==> config.mk <==
export PLATFORM = sky130hd
export DESIGN_NAME = metronomo_prog
export DESIGN_NICKNAME = d
export VERILOG_FILES = /design/src/rtl/metronomo_pkg.sv /design/src/rtl/metronomo_tick.sv /design/src/rtl/metronomo_prog.sv
export SDC_FILE = /design/constraint.sdc
export NUM_CORES = 1
export LEC_CHECK = 0
export ABC_AREA = 1
export CAP_MARGIN = 20
export CORE_MARGIN = 2
export CORE_UTILIZATION = 40
export DETAILED_ROUTE_END_ITERATION = 10
export PLACE_DENSITY_LB_ADDON = 0.1
export SLEW_MARGIN = 0
export SYNTH_ARGS = -nofsm -noshare
export SYNTH_HDL_FRONTEND = slang
export SYNTH_SLANG_ARGS = --single-unit
==> constraint.sdc <==
create_clock -name clk -period 4.43 [get_ports clk]
set_input_delay 0.443 -clock clk [delete_from_list [all_inputs] [get_ports clk]]
set_output_delay 0.443 -clock clk [all_outputs]
set_load 0.05 [all_outputs]
Fig. 1: clock distribution
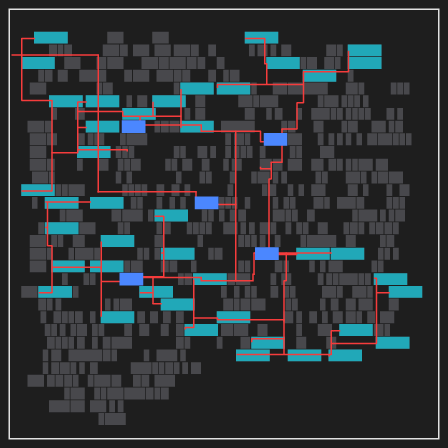
[clock wires] red | length: 623 um
[clock-net drivers] blue | count: 5
[flip-flops] cyan | count: 42
routed clock nets: 6
Latency at later pin: 0.30 ns
P_clk: 246 uW
Clock Power Share: 27.3%

Fig. 2: routed metal per tile
18 x 18 tiles, from dark blue (low) to red (high), scaled to the fullest tile. Values are wire area over tile area, all layers added.
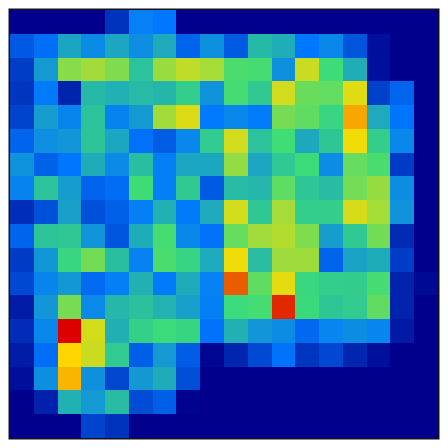
mean over tiles: 0.14
fullest tile: 0.50
tiles over half the peak: 18%
nearly empty tiles: 22%
densest ninth of the die: center
Routed wire per std cell: 12.9 um
drt total wl: 7720 um
Tot GR Track Use: 19.3%

Fig. 3: register map, names as in the netlist
The bar under the picture is 20 um long. Other sequential cells in the stronger gray, the rest of the logic in the fainter gray.
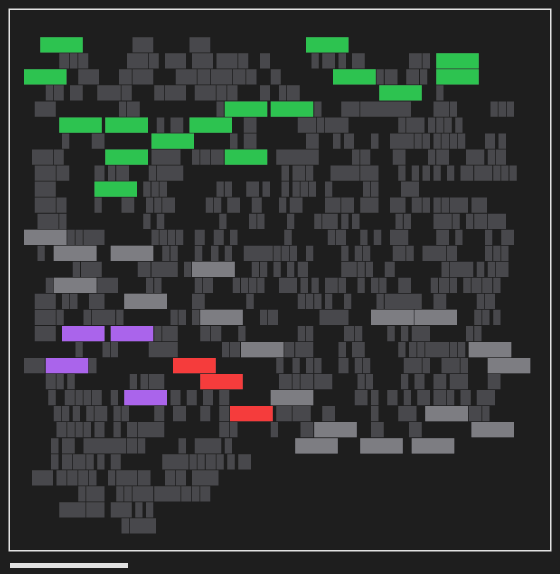
[`u_tick.r_per`] green | sequential cells: 16
[`leds`] purple | sequential cells: 4
[`r_idx`] red | sequential cells: 3
not colored: 19
sequential cell area share: 24.0%
P_seq: 407 uW
total area of sequential cells: 841 um2
utilization after layout: 47.7%

Fig. 4: cell sizes after repair
The bar under the picture is 20 um long.
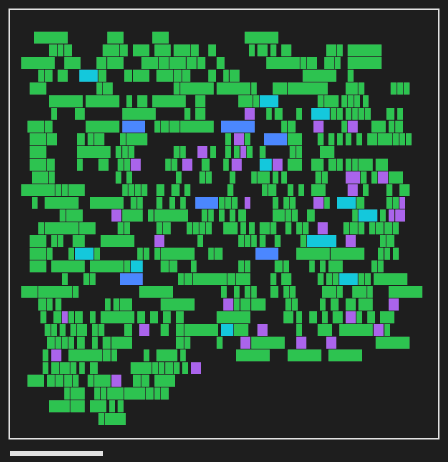
[x6 and larger] blue | cells: 6 | share: 1.2% | most used: clkbuf_8
[x2] purple | cells: 35 | share: 7.0% | most used: nor2_2
[x1 and smaller] green | cells: 447 | share: 90% | most used: nand2_1
[x3 and x4] cyan | cells: 11 | share: 2.2% | most used: nor2_4
final instance area: 3500 um2
number of non-clock buffers: 30
area growth from synthesis to layout: 14.0%

Fig. 5: cell outlines without signal wires
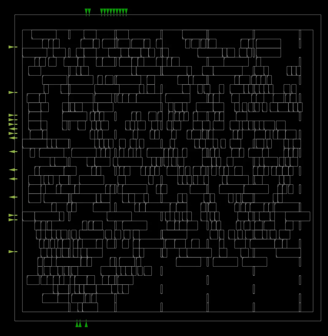
CORE AREA: 7330 um2
Fill cells: 754
Layout Cells excl Fill: 598
registers: 42
Rows: 31

==> flow_summary_export.csv <==
group,metric,value,unit
status,status,"complete, no violations",
floorplanning,chipHeight,91.6,um
setup_path,cp-start-kind,"input port",
hold_path,holdPathStages,2,
synth,numSynthFlops,42,
setup_path,cpPeakStageDelay,0.41,ns
synth,synthTopCellsByArea,"dfxtp_1 (27%), nand2_1 (15%), nand3_1 (7.8%), nor2_1 (7.7%), inv_1 (6.0%)",
clock_tree,cts_tree,"yes",
routing,postRouteAntennaNets,0,
setup_path,cp_common_cell,"nor2_1",
synth,synth_cells,473,
place,gp_congestion,0.853,
final_timing,max_freq,271,MHz
synth,synth_xor_xnor_area_share,7.34,%
power_and_ir_drop,cellLeakagePower,1.61,nW
floorplanning,fp.dieW,91.6,um
final_timing,hold_viol,0,
clock_tree,ctsResizeCount,0,
setup_path,worstPathMaxFanout,5,
final_timing,rsz0062_at_grt,"no",
finish,nNetsFinal,532,
synth,synthAdderAreaFrac,4.32,%
clock_tree,cts_hold_buffers,0,
final_timing,tns,0,ns
power_and_ir_drop,vdd_ir_drop_max,0.000129,V
clock_tree,cts_sinks,42,
setup_path,worst_ep_arrival_time,3.90,ns
setup_path,required,4.63,ns
routing,vias,2967,
routing,drtPass1Iterations,4,
synth,syn_area,3070,um2
synth,ys_sh_simple,48.2,%
synth,async_flop_share,0,%
synth,common_cells,"nand2_1 (122), nor2_1 (63), inv_1 (49), nand3_1 (48), dfxtp_1 (42)",
floorplanning,chip_area,8390,um2
setup_path,worstSetupPathType,"input port to flop",
synth,top_area_cell,"dfxtp_1",
final_timing,finalClockSkew,0.00634,ns
final_timing,drv_slew,0,
power_and_ir_drop,power,903,uW
clock_tree,h-tree-depth,2,
clock_tree,post_cts_buffers,0,
synth,synth_warnings,0,
synth,synth_nets,506,
hold_path,hold_path.class,"flop to flop",
place,portBuffers,28,
synth,ys_cells,473,
final_timing,max_slew_margin,65.6,%
setup_path,crit_buf_inv,1,
finish,diodes,0,
global_route,overflow,0,
setup_path,critical_path_depth,16,
job,drv_cap,0,
synth,synth-main-ff-cell,"dfxtp_1",
synth,synthMuxAreaShare,0,%
power_and_ir_drop,power_density,258,nW/um2
final_timing,period_minus_slack,3.70,ns
finish,combGateArea,1950,um2
clock_tree,clk_pin_slew,0.08,ns
finish,drive_gt1_share,10.4,%
final_timing,setup_viol,0,
floorplanning,io_pins,29,
global_route,grt_max_degree,40,
global_route,grt_pass1_wl,13000,um
synth,netlist.area_leader.share,27.4,%
synth,topCombFamilyByArea,"simple AND/OR/NAND/NOR gates",
synth,ys_chip_area,3070,um2
synth,edf_count,0,
clock_tree,cts_buffer_depth,2,
clock_tree,cts_root_buf,"clkbuf_8",
routing,drc,0,
setup_path,endpoint_kind,"flop",
final_timing,finalCritPeriodShare,83.4,%
setup_path,r2r_slack,1.22,ns
floorplanning,floorplan.core_util,41.9,%
synth,ys_seq_share,27.4,%
setup_path,reg2reg_depth,16,
global_route,antenna_found_initial,0,
setup_path,slowest_stage,"clkdlybuf4s50_1",
synth,most_common_cell,"nand2_1",
clock_tree,numCtsBuffers,5,
synth,synth_area_per_cell,6.49,um2
setup_path,critical-path-top-delay-family,"simple AND/OR/NAND/NOR gates",
final_timing,tightest_slew,0.513,ns
## worst reg2reg max path: cells and delay by family (launching register included)
kind / cells / cell delay (ns)
AND/OR/NAND/NOR: 8 / 1.06
adder cells (fa/ha/maj): 4 / 1.04
buffers and inverters: 1 / 0.04
AND-OR/OR-AND: 3 / 0.59
flip-flops: 1 / 0.39
## where the power goes
group	total, mW	switching [mW]	leakage (nW)	internal (mW)
logic	0.250	0.154	1.23	0.0956
clock network	0.246	0.138	0.0373	0.108
registers	0.407	0.0166	0.342	0.391
total	0.903	0.309	1.61	0.594
## layer usage
metal / GRT usage [%] / vias to the layer above / part of all wire, %
met4: 4.80 / 0 / 1.8
met5: 0 / - / 0
met1: 26.8 / 1330 / 50
li1: - / 1566 / -
met3: 3.82 / 9 / 4.2
met2: 30.4 / 62 / 44
## metrics by stage
step | cell area (um2) | worst slack [ns] | hold WS, ns | cells
after floorplan | 3070 | 1.28 | 0.439 | 473
after global placement | 3420 | 0.629 | 0.454 | 591
after detailed placement | 3420 | 0.501 | 0.454 | 591
after CTS | 3500 | 0.809 | 0.478 | 598
after global routing | 3500 | 0.528 | 0.515 | 598
final | 3500 | 0.734 | 0.474 | 598
## layout make-up
type | count | share of cell area, %
Tap cell | 99 | 3.54
Inverter | 56 | 6.01
Clock buffer | 6 | 2.07
Sequential cell | 42 | 24.0
Clock inverter | 1 | 0.215
Multi-Input combinational cell | 364 | 55.7
Timing Repair Buffer | 30 | 8.44
## cells in the final DEF, fill, tap and decap left out, drive strengths merged
cell type	count
xnor2	6
nand2	134
o22ai	1
clkdlybuf4s50	28
nand3	49
xor2	17
and3	1
buf	2
nor3	7
nor4	5
and2	1
clkbuf	6
a21boi	1
nand4	21
nand3b	5
o21ai	9
fa	1
dfxtp	42
ha	9
inv	54
o21bai	1
xor3	1
nor2	84
clkinvlp	1
a41o	1
a21oi	6
clkinv	2
or2	4
## cell families (layout without fill, tap and decap cells)
logic type | Yosys count | after routing
buf+inv | 67 | 93
fa+ha+maj | 10 | 10
xor+xnor | 24 | 24
flops | 42 | 42
compound gates | 19 | 19
simple gates | 311 | 311
No activity file was given, so power comes from the tool's default toggle rates.
